===== src/rtl/c3po_egress_buf.sv =====
// Per-port store-and-forward egress packet buffer: packets become visible only after their eop beat
// is written, packets that do not fit are dropped whole. Optional macro C3PO_EGRESS_ERR_CNT_EN adds err_cnt.
module c3po_egress_buf #(
  parameter int DATA_W     = 256,
  parameter int DEPTH      = 16,
  parameter int CNT_SIZE_P = 8,
  localparam int AW        = $clog2(DEPTH)
) (
  input  logic                  clk,
  input  logic                  reset_L,
  input  logic                  in_val,
  input  logic                  in_sop,
  input  logic                  in_eop,
  input  logic [7:0]            in_vbc,
  input  logic [DATA_W-1:0]     in_data,
  output logic                  out_val,
  output logic                  out_sop,
  output logic                  out_eop,
  output logic [7:0]            out_vbc,
  output logic [DATA_W-1:0]     out_data,
  input  logic                  out_rdy,
  output logic [AW:0]           level,
  output logic [CNT_SIZE_P-1:0] pkt_out_cnt,
  output logic [CNT_SIZE_P-1:0] pkt_drop_cnt
`ifdef C3PO_EGRESS_ERR_CNT_EN
  ,
  output logic [CNT_SIZE_P-1:0] err_cnt
`endif
);

  typedef enum logic [1:0] {ST_IDLE, ST_PKT, ST_DROP} state_e;

  localparam logic [AW:0] PTR_ONE   = (AW+1)'(1);
  localparam logic [AW:0] PTR_DEPTH = (AW+1)'(DEPTH);

  function automatic logic [CNT_SIZE_P-1:0] sat_add(input logic [CNT_SIZE_P-1:0] cnt,
                                                    input logic [1:0]            inc);
    logic [CNT_SIZE_P:0] sum;
    sum = {1'b0, cnt} + {{(CNT_SIZE_P-1){1'b0}}, inc};
    return sum[CNT_SIZE_P] ? {CNT_SIZE_P{1'b1}} : sum[CNT_SIZE_P-1:0];
  endfunction

  state_e                state_q, state_d;
  logic [AW:0]           wr_ptr_q, wr_ptr_d;
  logic [AW:0]           wr_commit_q, wr_commit_d;
  logic [AW:0]           rd_ptr_q, rd_ptr_d;
  logic [CNT_SIZE_P-1:0] out_cnt_q, out_cnt_d;
  logic [CNT_SIZE_P-1:0] drop_cnt_q, drop_cnt_d;

  logic              mem_sop  [DEPTH];
  logic              mem_eop  [DEPTH];
  logic [7:0]        mem_vbc  [DEPTH];
  logic [DATA_W-1:0] mem_data [DEPTH];

  logic          full, full_new, start_new, we, err_inc, pop;
  logic [1:0]    drop_inc;
  logic [AW-1:0] waddr, raddr;

  // full uses registered pointers only, so a same-cycle pop never makes room for a write.
  assign full     = (wr_ptr_q - rd_ptr_q) == PTR_DEPTH;
  assign full_new = (wr_commit_q - rd_ptr_q) == PTR_DEPTH;

  always_comb begin
    // NOTE: every signal gets a default before any branch; a missed path would otherwise infer a latch.
    state_d     = state_q;
    wr_ptr_d    = wr_ptr_q;
    wr_commit_d = wr_commit_q;
    we          = 1'b0;
    waddr       = wr_ptr_q[AW-1:0];
    drop_inc    = 2'd0;
    err_inc     = 1'b0;
    start_new   = 1'b0;
    if (in_val) begin
      unique case (state_q)
        ST_IDLE: begin
          if (in_sop) start_new = 1'b1;
          else        err_inc   = 1'b1;
        end
        ST_PKT: begin
          if (in_sop) begin
            wr_ptr_d  = wr_commit_q;
            drop_inc  = 2'd1;
            err_inc   = 1'b1;
            start_new = 1'b1;
          end else if (full) begin
            wr_ptr_d = wr_commit_q;
            drop_inc = 2'd1;
            state_d  = in_eop ? ST_IDLE : ST_DROP;
          end else begin
            we       = 1'b1;
            wr_ptr_d = wr_ptr_q + PTR_ONE;
            if (in_eop) begin
              wr_commit_d = wr_ptr_q + PTR_ONE;
              state_d     = ST_IDLE;
            end
          end
        end
        ST_DROP: begin
          if (in_sop) begin
            err_inc   = 1'b1;
            start_new = 1'b1;
          end else if (in_eop) begin
            state_d = ST_IDLE;
          end
        end
        default: state_d = ST_IDLE;
      endcase

      // A new packet always starts at the commit point, which also covers the rewind case.
      if (start_new) begin
        if (full_new) begin
          drop_inc = drop_inc + 2'd1;
          state_d  = in_eop ? ST_IDLE : ST_DROP;
        end else begin
          we       = 1'b1;
          waddr    = wr_commit_q[AW-1:0];
          wr_ptr_d = wr_commit_q + PTR_ONE;
          if (in_eop) begin
            wr_commit_d = wr_commit_q + PTR_ONE;
            state_d     = ST_IDLE;
          end else begin
            state_d = ST_PKT;
          end
        end
      end
    end
  end

  assign raddr = rd_ptr_q[AW-1:0];
  assign pop   = out_val && out_rdy;

  always_comb begin
    rd_ptr_d   = rd_ptr_q;
    out_cnt_d  = out_cnt_q;
    drop_cnt_d = sat_add(drop_cnt_q, drop_inc);
    if (pop) begin
      rd_ptr_d = rd_ptr_q + PTR_ONE;
      if (mem_eop[raddr]) out_cnt_d = sat_add(out_cnt_q, 2'd1);
    end
  end

  // NOTE: sequential state uses non-blocking assignments so every flop samples pre-edge values.
  always_ff @(posedge clk or negedge reset_L) begin
    if (!reset_L) begin
      state_q     <= ST_IDLE;
      wr_ptr_q    <= '0;
      wr_commit_q <= '0;
      rd_ptr_q    <= '0;
      out_cnt_q   <= '0;
      drop_cnt_q  <= '0;
    end else begin
      state_q     <= state_d;
      wr_ptr_q    <= wr_ptr_d;
      wr_commit_q <= wr_commit_d;
      rd_ptr_q    <= rd_ptr_d;
      out_cnt_q   <= out_cnt_d;
      drop_cnt_q  <= drop_cnt_d;
    end
  end

  // NOTE: storage has no reset; pointer reset makes every entry invisible and outputs are gated by out_val.
  always_ff @(posedge clk) begin
    if (we) begin
      mem_sop[waddr]  <= in_sop;
      mem_eop[waddr]  <= in_eop;
      mem_vbc[waddr]  <= in_vbc;
      mem_data[waddr] <= in_data;
    end
  end

  assign out_val      = rd_ptr_q != wr_commit_q;
  assign out_sop      = out_val ? mem_sop[raddr]  : 1'b0;
  assign out_eop      = out_val ? mem_eop[raddr]  : 1'b0;
  assign out_vbc      = out_val ? mem_vbc[raddr]  : 8'd0;
  assign out_data     = out_val ? mem_data[raddr] : '0;
  assign level        = wr_commit_q - rd_ptr_q;
  assign pkt_out_cnt  = out_cnt_q;
  assign pkt_drop_cnt = drop_cnt_q;

`ifdef C3PO_EGRESS_ERR_CNT_EN
  logic [CNT_SIZE_P-1:0] err_cnt_q, err_cnt_d;

  always_comb begin
    err_cnt_d = err_cnt_q;
    if (err_inc) err_cnt_d = sat_add(err_cnt_q, 2'd1);
  end

  always_ff @(posedge clk or negedge reset_L) begin
    if (!reset_L) err_cnt_q <= '0;
    else          err_cnt_q <= err_cnt_d;
  end

  assign err_cnt = err_cnt_q;
`else
  logic unused_err_inc;
  assign unused_err_inc = err_inc;
`endif

endmodule


===== config.mk =====
export PLATFORM = sky130hd
export DESIGN_NAME = c3po_egress_buf
export DESIGN_NICKNAME = d
export VERILOG_FILES = /design/src/rtl/c3po_egress_buf.sv
export SDC_FILE = /design/constraint.sdc
export NUM_CORES = 2
export LEC_CHECK = 0
export CORE_UTILIZATION = 65
export CTS_CLUSTER_SIZE = 12
export DETAILED_ROUTE_END_ITERATION = 8
export PLACE_DENSITY = 0.89
export SYNTH_ARGS = -nofsm -noshare
export SYNTH_HDL_FRONTEND = slang
export SYNTH_MEMORY_MAX_BITS = 65536
export SYNTH_SLANG_ARGS = --single-unit

===== constraint.sdc =====
create_clock -name clk -period 24.8 [get_ports clk]
set_input_delay 3.72 -clock clk [delete_from_list [all_inputs] [get_ports clk]]
set_output_delay 3.72 -clock clk [all_outputs]
set_load 0.005 [all_outputs]

**Metal 2**

Cells faint in the background.
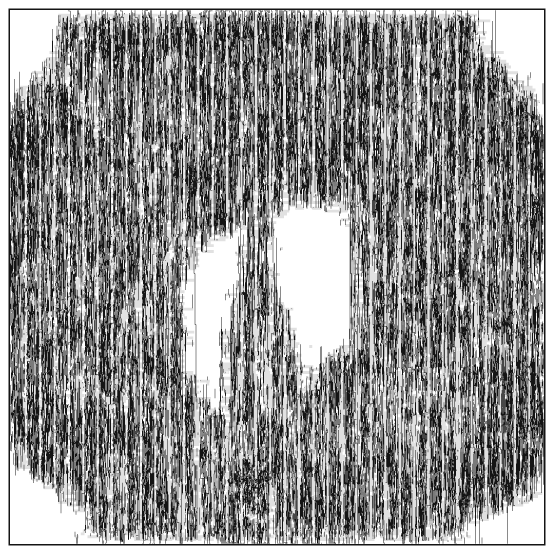
wire length on this layer	236 mm
longest straight run	205 um
share of all routed wire	52%
nets with wire on the layer	7375

**Routing congestion map**

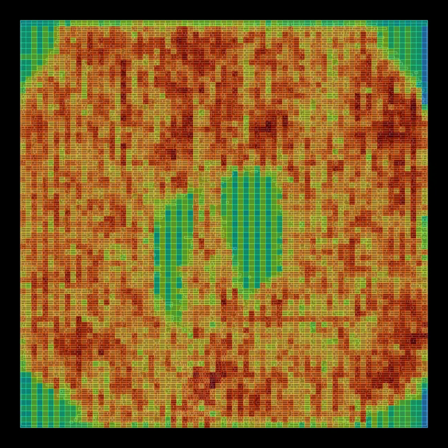
met1 layer usage reported by global route: 45.8%
met3 track demand over resource: 7.42%
utilization after layout: 74.1%
global routing met2 resource utilization: 61.0%
post-DR wirelength/cell: 42.2 um

sequential cells by signal, indices dropped and copies added (netlist names):
| register | flops |
|---|---|
| mem_data | 4096 |
| mem_eop | 16 |
| pkt_out_cnt | 8 |
| state_q | 2 |
| mem_vbc | 128 |
| wr_commit_q | 5 |
| pkt_drop_cnt | 8 |
| rd_ptr_q | 5 |
| mem_sop | 16 |
| wr_ptr_q | 5 |
power groups by stage:
stage / logic (mW) / registers (mW) / clock network [mW]
2_1_floorplan: 4.20 / 8.94 / 0
3_3_place_gp: 6.62 / 8.80 / 0
3_5_place_dp: 6.89 / 8.87 / 0
4_1_cts: 7.13 / 8.76 / 5.84
5_1_grt: 7.37 / 8.78 / 6.07
6_report: 7.15 / 8.77 / 5.82
==> results.yml <==
# flow metrics
outcome:
  outcome: "completed"
synth:
  yosys_area_sq_um: 164000
  synth.ff_latch_count: 4289
  edf_count: 4256
  floorplan.nets: 6785
  adder_share_synth_pct: 0.170
  synth.top_cells.by_area: "edfxtp_1 (78%), mux4_2 (18%), and2_1 (1.0%), dfrtp_1 (0.50%), clkbuf_1 (0.41%)"
  most_common_cell: "edfxtp_1"
  yosys-mux-area-fraction_pct: 18.3
  compound_share_synth_pct: 0.303
  seq_area_frac_synth_pct: 78.6
  synth_top_area_share_pct: 78.0
min_path:
  hold_end: "pkt_drop_cnt[6]"
  whs_path_depth: 1
layout:
  layout-area-overhead-vs-synth_pct: 13.0
  lay_top_count: "edfxtp_1"
  final-nonclk-buf-share_pct: 3.67
  antenna_cells_inserted: 55
  clockNetworkAreaShare_pct: 6.35
  seq_area_share_pct: 69.5
  layout_multi_input_combinational_cell_count: 1844
  post_route_cells_drive_above_1_share_pct: 26.4
  num-clock-buffers: 529
  finalInstanceArea_sq_um: 185000
die:
  die_h_um: 504
  floorplan.rows: 183
  nWellTaps: 3330
  die-area_sq_um: 254000
worst_setup_path:
  worst-r2r-setup-slack_ps: 17210
  timing.setup.critical_path_class: "reg -> out"
  timing.critical_path.mode_cell: "buf_4"
  crit_path_max_incr_delay_ps: 1060
  critPathCapture: "out_data[92]"
  critPathCaptureType: "primary output"
  worstPathBufferInverterCount: 5
  startpoint_of_the_most_critical_setup_path: "rd_ptr_q[0]"
  critical-path-top-delay-family: "buffers and inverters"
  crit_chain: "buf_4, buf_4, buf_4, buf_4, mux4_2, mux4_2, and2_1, clkdlybuf4s50_1"
  crit_reg_reg_endpoint: "mem_data[12][95]"
  worst-endpoint-required_ps: 21080
route:
  via_count: 80304
  post_route_drc_violation_count: 0
  route.antenna.remaining_nets: 0
  met2_wirelength_mm: 236
  drt_iter0_markers: 13158
  met3_length_mm: 52.9
  avgViaCountPerCell: 7.40
  dr.max_layer_used: "met5"
power:
  powerDensity_nw_per_um2: 117
  switching_share_pct: 29.9
  power_frac_comb_pct: 32.9
  leakage_nw: 57.1
  design_power_total_mw: 21.7
  power.sequential.fraction_pct: 40.3
  cellInternalPower_mw: 15.2
  peakVddDrop_mv: 0.119
sta:
  setup_tns_ps: 0
  final-setup-viol-count: 0
  final.setup.worst_slack_ps: 13520
  fin_worst_hold_slack_ps: 525
  clock-skew-final_ps: 72.8
  hold_violations: 0
  max_slew_margin_pct: 7.08
  grt_setup_unrepaired: "false"
grt:
  gr-max-usage-layer: "met2"
  groute.usage.overall_pct: 36.5
  grt_antenna_before_repair: 83
clocking:
  cts_repair_resize_count: 0
  cts.root.buffer_cell: "clkbuf_16"
  htree_levels: 5
  cts_hold_buf: 0
  worst_skew_pair_latency_ps: 980
  cts_setup_buffers: 0
place:
  dpl_worst_slack_ps: 14470
  gp_routability_congestion: 0.805
  placedInstanceArea_sq_um: 173000
Power and IR drop assume default switching activity.
